--- src/rtl/mem_sched.sv ---
// In-order load/store scheduling queue feeding fu_mem; stores wait at the head for the ROB.
// Optional perf counters enabled by defining MEM_SCHED_PERF_EN.

package mem_sched_pkg;
   localparam int unsigned XLEN          = 32;
   localparam int unsigned OFFSET_W      = 12;
   localparam int unsigned PKT_ROB_TAG_W = 5;

   typedef enum logic {IS_LOAD = 1'b0, IS_STORE = 1'b1} ls_e;

   typedef struct packed {
      logic                     valid;
      ls_e                      ls;
      logic [PKT_ROB_TAG_W-1:0] rob_tag;
      logic [XLEN-1:0]          rs1_v;
      logic [XLEN-1:0]          rs2_v;
      logic [OFFSET_W-1:0]      offset;
   } fu_pkt_t;
endpackage

module mem_sched
   import mem_sched_pkg::*;
#(
   parameter int unsigned DEPTH     = 8,
   parameter int unsigned ROB_TAG_W = PKT_ROB_TAG_W
) (
   input  logic                         clk,
   input  logic                         rst,
   input  logic                         flush,
   input  logic                         enq_valid,
   input  fu_pkt_t                      enq_pkt,
   output logic                         enq_ready,
   input  logic [ROB_TAG_W-1:0]         rob_head_tag,
   input  logic                         fu_busy,
   output fu_pkt_t                      issue_pkt,
   output logic [$clog2(DEPTH):0]       count,
   output logic [31:0]                  perf_issue_cnt,
   output logic [31:0]                  perf_store_wait_cnt
);

   localparam int unsigned PTR_W = $clog2(DEPTH);
   localparam int unsigned CNT_W = PTR_W + 1;

   typedef enum logic [1:0] {EMPTY, LOAD_RDY, ST_WAIT, ST_RDY} state_e;

   state_e            state, state_nxt, cur_state_c;
   fu_pkt_t           mem [DEPTH];
   logic [PTR_W-1:0]  head, tail, head_nxt;
   logic [CNT_W-1:0]  cnt_after_deq, count_nxt;
   fu_pkt_t           head_pkt_c, next_head_pkt;
   logic              full_c, enq_fire_c, deq_c;

   function automatic state_e classify(input fu_pkt_t p, input logic [ROB_TAG_W-1:0] tag);
      if (p.ls == IS_LOAD)
         return LOAD_RDY;
      return (p.rob_tag == tag) ? ST_RDY : ST_WAIT;
   endfunction

   assign full_c     = (count == CNT_W'(DEPTH));
   assign enq_ready  = !full_c;
   assign enq_fire_c = enq_valid && !full_c && !flush;
   assign head_pkt_c = mem[head];

   // Store readiness follows rob_head_tag in the same cycle it changes.
   always_comb begin
      cur_state_c = state;
      if (state == ST_WAIT || state == ST_RDY)
         cur_state_c = (head_pkt_c.rob_tag == rob_head_tag) ? ST_RDY : ST_WAIT;
   end

   assign deq_c = (cur_state_c == LOAD_RDY || cur_state_c == ST_RDY) && !fu_busy && !flush;

   always_comb begin
      issue_pkt = '0;
      if (deq_c) begin
         issue_pkt       = head_pkt_c;
         issue_pkt.valid = 1'b1;
      end
   end

   // Next head state is derived from the entry that will sit at the head after this edge.
   always_comb begin
      cnt_after_deq = count - CNT_W'(deq_c);
      count_nxt     = cnt_after_deq + CNT_W'(enq_fire_c);
      head_nxt      = head + PTR_W'(deq_c);
      next_head_pkt = (cnt_after_deq == '0) ? enq_pkt : mem[head_nxt];
      state_nxt     = EMPTY;
      if (!flush && count_nxt != '0)
         state_nxt = classify(next_head_pkt, rob_head_tag);
   end

   always_ff @(posedge clk or negedge rst) begin
      if (!rst) begin
         head  <= '0;
         tail  <= '0;
         count <= '0;
         state <= EMPTY;
      end else if (flush) begin
         head  <= '0;
         tail  <= '0;
         count <= '0;
         state <= EMPTY;
      end else begin
         head  <= head_nxt;
         tail  <= tail + PTR_W'(enq_fire_c);
         count <= count_nxt;
         state <= state_nxt;
      end
   end

   always_ff @(posedge clk) begin
      if (enq_fire_c)
         mem[tail] <= enq_pkt;
   end

`ifdef MEM_SCHED_PERF_EN
   logic [31:0] issue_cnt_q, wait_cnt_q;

   // Counters survive flush; only reset clears them.
   always_ff @(posedge clk or negedge rst) begin
      if (!rst) begin
         issue_cnt_q <= '0;
         wait_cnt_q  <= '0;
      end else begin
         if (deq_c)
            issue_cnt_q <= issue_cnt_q + 32'd1;
         if (cur_state_c == ST_WAIT)
            wait_cnt_q <= wait_cnt_q + 32'd1;
      end
   end

   assign perf_issue_cnt      = issue_cnt_q;
   assign perf_store_wait_cnt = wait_cnt_q;
`else
   assign perf_issue_cnt      = '0;
   assign perf_store_wait_cnt = '0;
`endif

endmodule

--- config.mk ---
export PLATFORM = sky130hd
export DESIGN_NAME = mem_sched
export DESIGN_NICKNAME = d
export VERILOG_FILES = /design/src/rtl/mem_sched.sv
export SDC_FILE = /design/constraint.sdc
export NUM_CORES = 1
export LEC_CHECK = 0
export CORE_UTILIZATION = 45
export DETAILED_ROUTE_END_ITERATION = 10
export SLEW_MARGIN = 20
export SYNTH_ARGS = -nofsm -noshare
export SYNTH_HDL_FRONTEND = slang
export SYNTH_SLANG_ARGS = --single-unit
--- constraint.sdc ---
create_clock -name clk -period 8.9 [get_ports clk]
set_input_delay 0.89 -clock clk [delete_from_list [all_inputs] [get_ports clk]]
set_output_delay 0.89 -clock clk [all_outputs]
set_load 0.03 [all_outputs]
==> impl_metrics.tcl, run 1 <==
# metrics dict for downstream scripts
set metrics [dict create \
    viasPerCell 5.37 \
    p_int_mw 5.42 \
    path_buffers 4 \
    drt_iter0_markers 811 \
    fillers 4553 \
    layout_top_cell "edfxtp_1" \
    crit_required_ns 8.01 \
    post-place-ws_ns 3.10 \
    insertion_delay_ns 0.60 \
    final_area_mm2 0.0314 \
    dr.pass1.iters 5 \
    grt_util_all_layers_pct 18.5 \
    cts.sink_count 668 \
    worstPathCellList "buf_4 > nor2b_1 > a22oi_1 > a31oi_1 > nor3_1 > a41oi_4 > buf_4 > buf_4 > nor2_1 > clkdlybuf4s50_1" \
    pg_seq_mw 3.54 \
    yosysMostFrequentCell "edfxtp_1" \
    worst-path-stages 10 \
    diodes 0 \
    cellLeakagePower_nw 9.69 \
    min-delay-start "tail[0]" \
    clock_tree_area_fraction_pct 6.97 \
    totalWireLength_um 54000 \
    end_kind "primary output" \
    grt_setup_unrepaired "false" \
    largest_register "mem" \
    p_per_area_mw_per_mm2 222 \
    clkPwrFrac_pct 40.0 \
    switchingPower_mw 1.54 \
    final-nonclk-buf-share_pct 6.45 \
    cp_slowest_stage_delay_ns 1.08 \
    grt_pass1_wl_um 81200 \
    simple_gate_share_pct 2.72 \
    ys.warnings.count 0 \
    ff_count 668 \
    common_cells "656 x edfxtp_1, 166 x mux4_2, 102 x mux2i_1" \
    skew_ns 0.0162 \
    outcome "finished, final reports clean" \
    io_buffer_count 179 \
    ir_worst_vdd_v 0.000147 \
    crit_slowest_cell "dfrtp_4" \
    ys_ff 668 \
    combinationalPower_mw 0.639 \
    period_minus_slack_ns 6.24 \
    worst_r2r_endpoint "state[0]" \
    cp_max_fo 46 \
    r2r_setup_slack_ns 3.38 \
    clk_pin_slew_worst_paths_ns 0.06 \
    synth.cellmix.compoundShare_pct 0.342 \
    nClkBuffers 85 \
]
### Routed clock nets over the placement, run 1

The bar under the picture is 50 µm long.
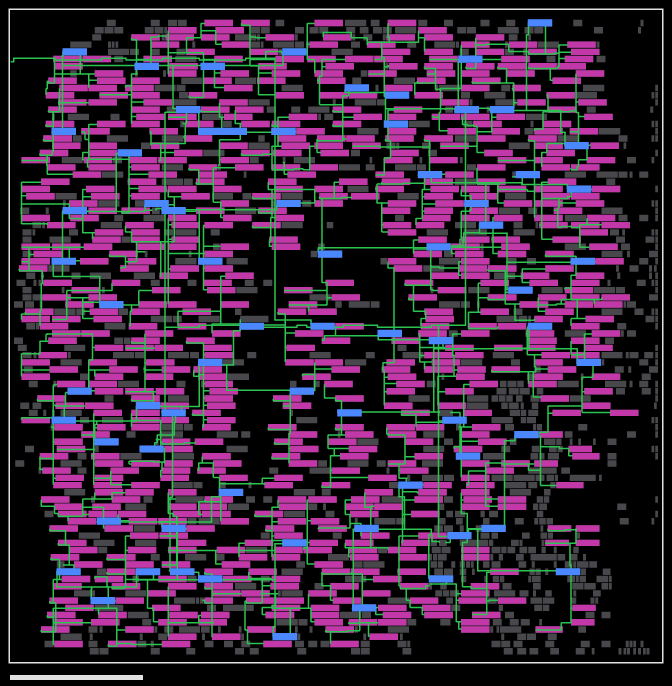
blue -> clock-net drivers  # count 69
green -> clock wires  # length 7590 µm
magenta -> flip-flops  # count 668
flops lie = all over the die
routed clock nets = 70

### Metal layers overlaid, run 1

The bar under the picture is 50 µm long.
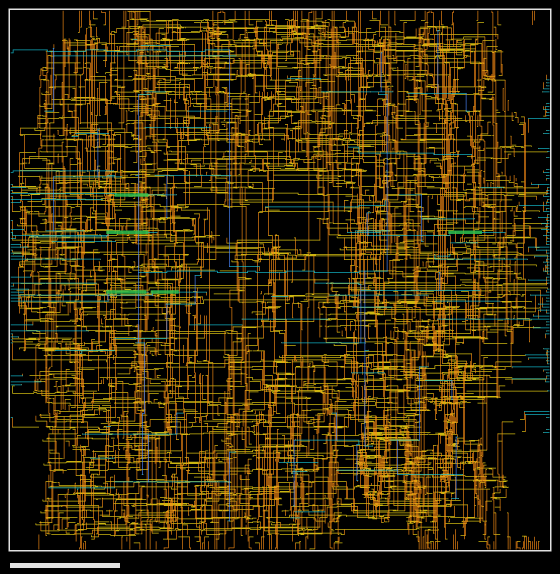
yellow -> M1  # wire length 23.4 mm
cyan -> M3  # wire length 2530 µm
blue -> M4  # wire length 890 µm
green -> M5  # wire length 72.7 µm
orange -> M2  # wire length 27.1 mm

### Congestion heat map, run 1

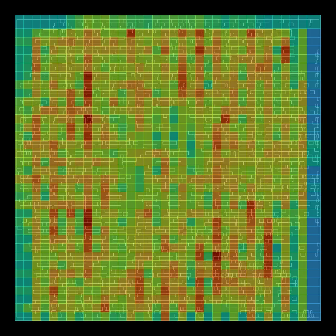
layer with the highest usage: met2
Core Util, Final: 54.0%
grt met2 use: 30.8%

==> run 2: changes to the inputs <==
- clock period: 8.9 -> 6.1 ns (I/O delays scaled with it)
### Cell classes on the final placement, run 2

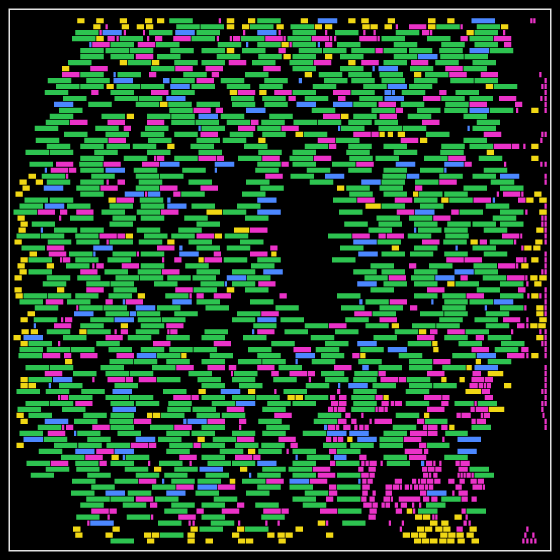
yellow -> remaining buffers and delay cells  # cells 205, share of their area 6.7%
green -> registers  # cells 668, share of their area 65%
magenta -> remaining logic cells  # cells 536, share of their area 20%
blue -> clock drivers and dummy loads  # cells 127, share of their area 7.6%

### Congestion heat map, run 2

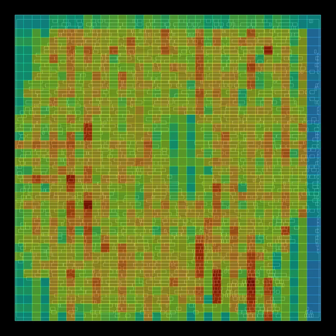
Core Util, Final: 54.3%
grt met2 use: 29.9%
global-route track usage on met1: 25.2%
routed wire length per instance: 23.5 µm
met3 Track Usage GR: 3.67%

==> run 2 against run 1 <==
Compared with the run above: die area did not move; total power rose by 49%; synthesized cell count did not move; cell area rose by 0.57%; highest routed layer unchanged.
==> impl_metrics.tcl, run 2 <==
# metrics dict for downstream scripts
set metrics [dict create \
    outcome "finished, final reports clean" \
    p_int_mw 8.09 \
    clk_pin_slew_worst_paths_ns 0.06 \
    clkPwrFrac_pct 41.1 \
    final-nonclk-buf-share_pct 6.54 \
    pg_seq_mw 5.15 \
    switchingPower_mw 2.28 \
    drt_iter0_markers 759 \
    synth.cellmix.compoundShare_pct 0.342 \
    dr.pass1.iters 5 \
    common_cells "656 x edfxtp_1, 166 x mux4_2, 102 x mux2i_1" \
    path_buffers 3 \
    ys_ff 668 \
    period_minus_slack_ns 5.09 \
    fillers 4475 \
    r2r_setup_slack_ns 1.42 \
    end_kind "primary output" \
    p_per_area_mw_per_mm2 329 \
    top_usage_layer "met2" \
    grt_pass1_wl_um 81200 \
    combinationalPower_mw 0.960 \
    diodes 1 \
    grt_setup_unrepaired "false" \
]
Power and IR drop assume default switching activity.
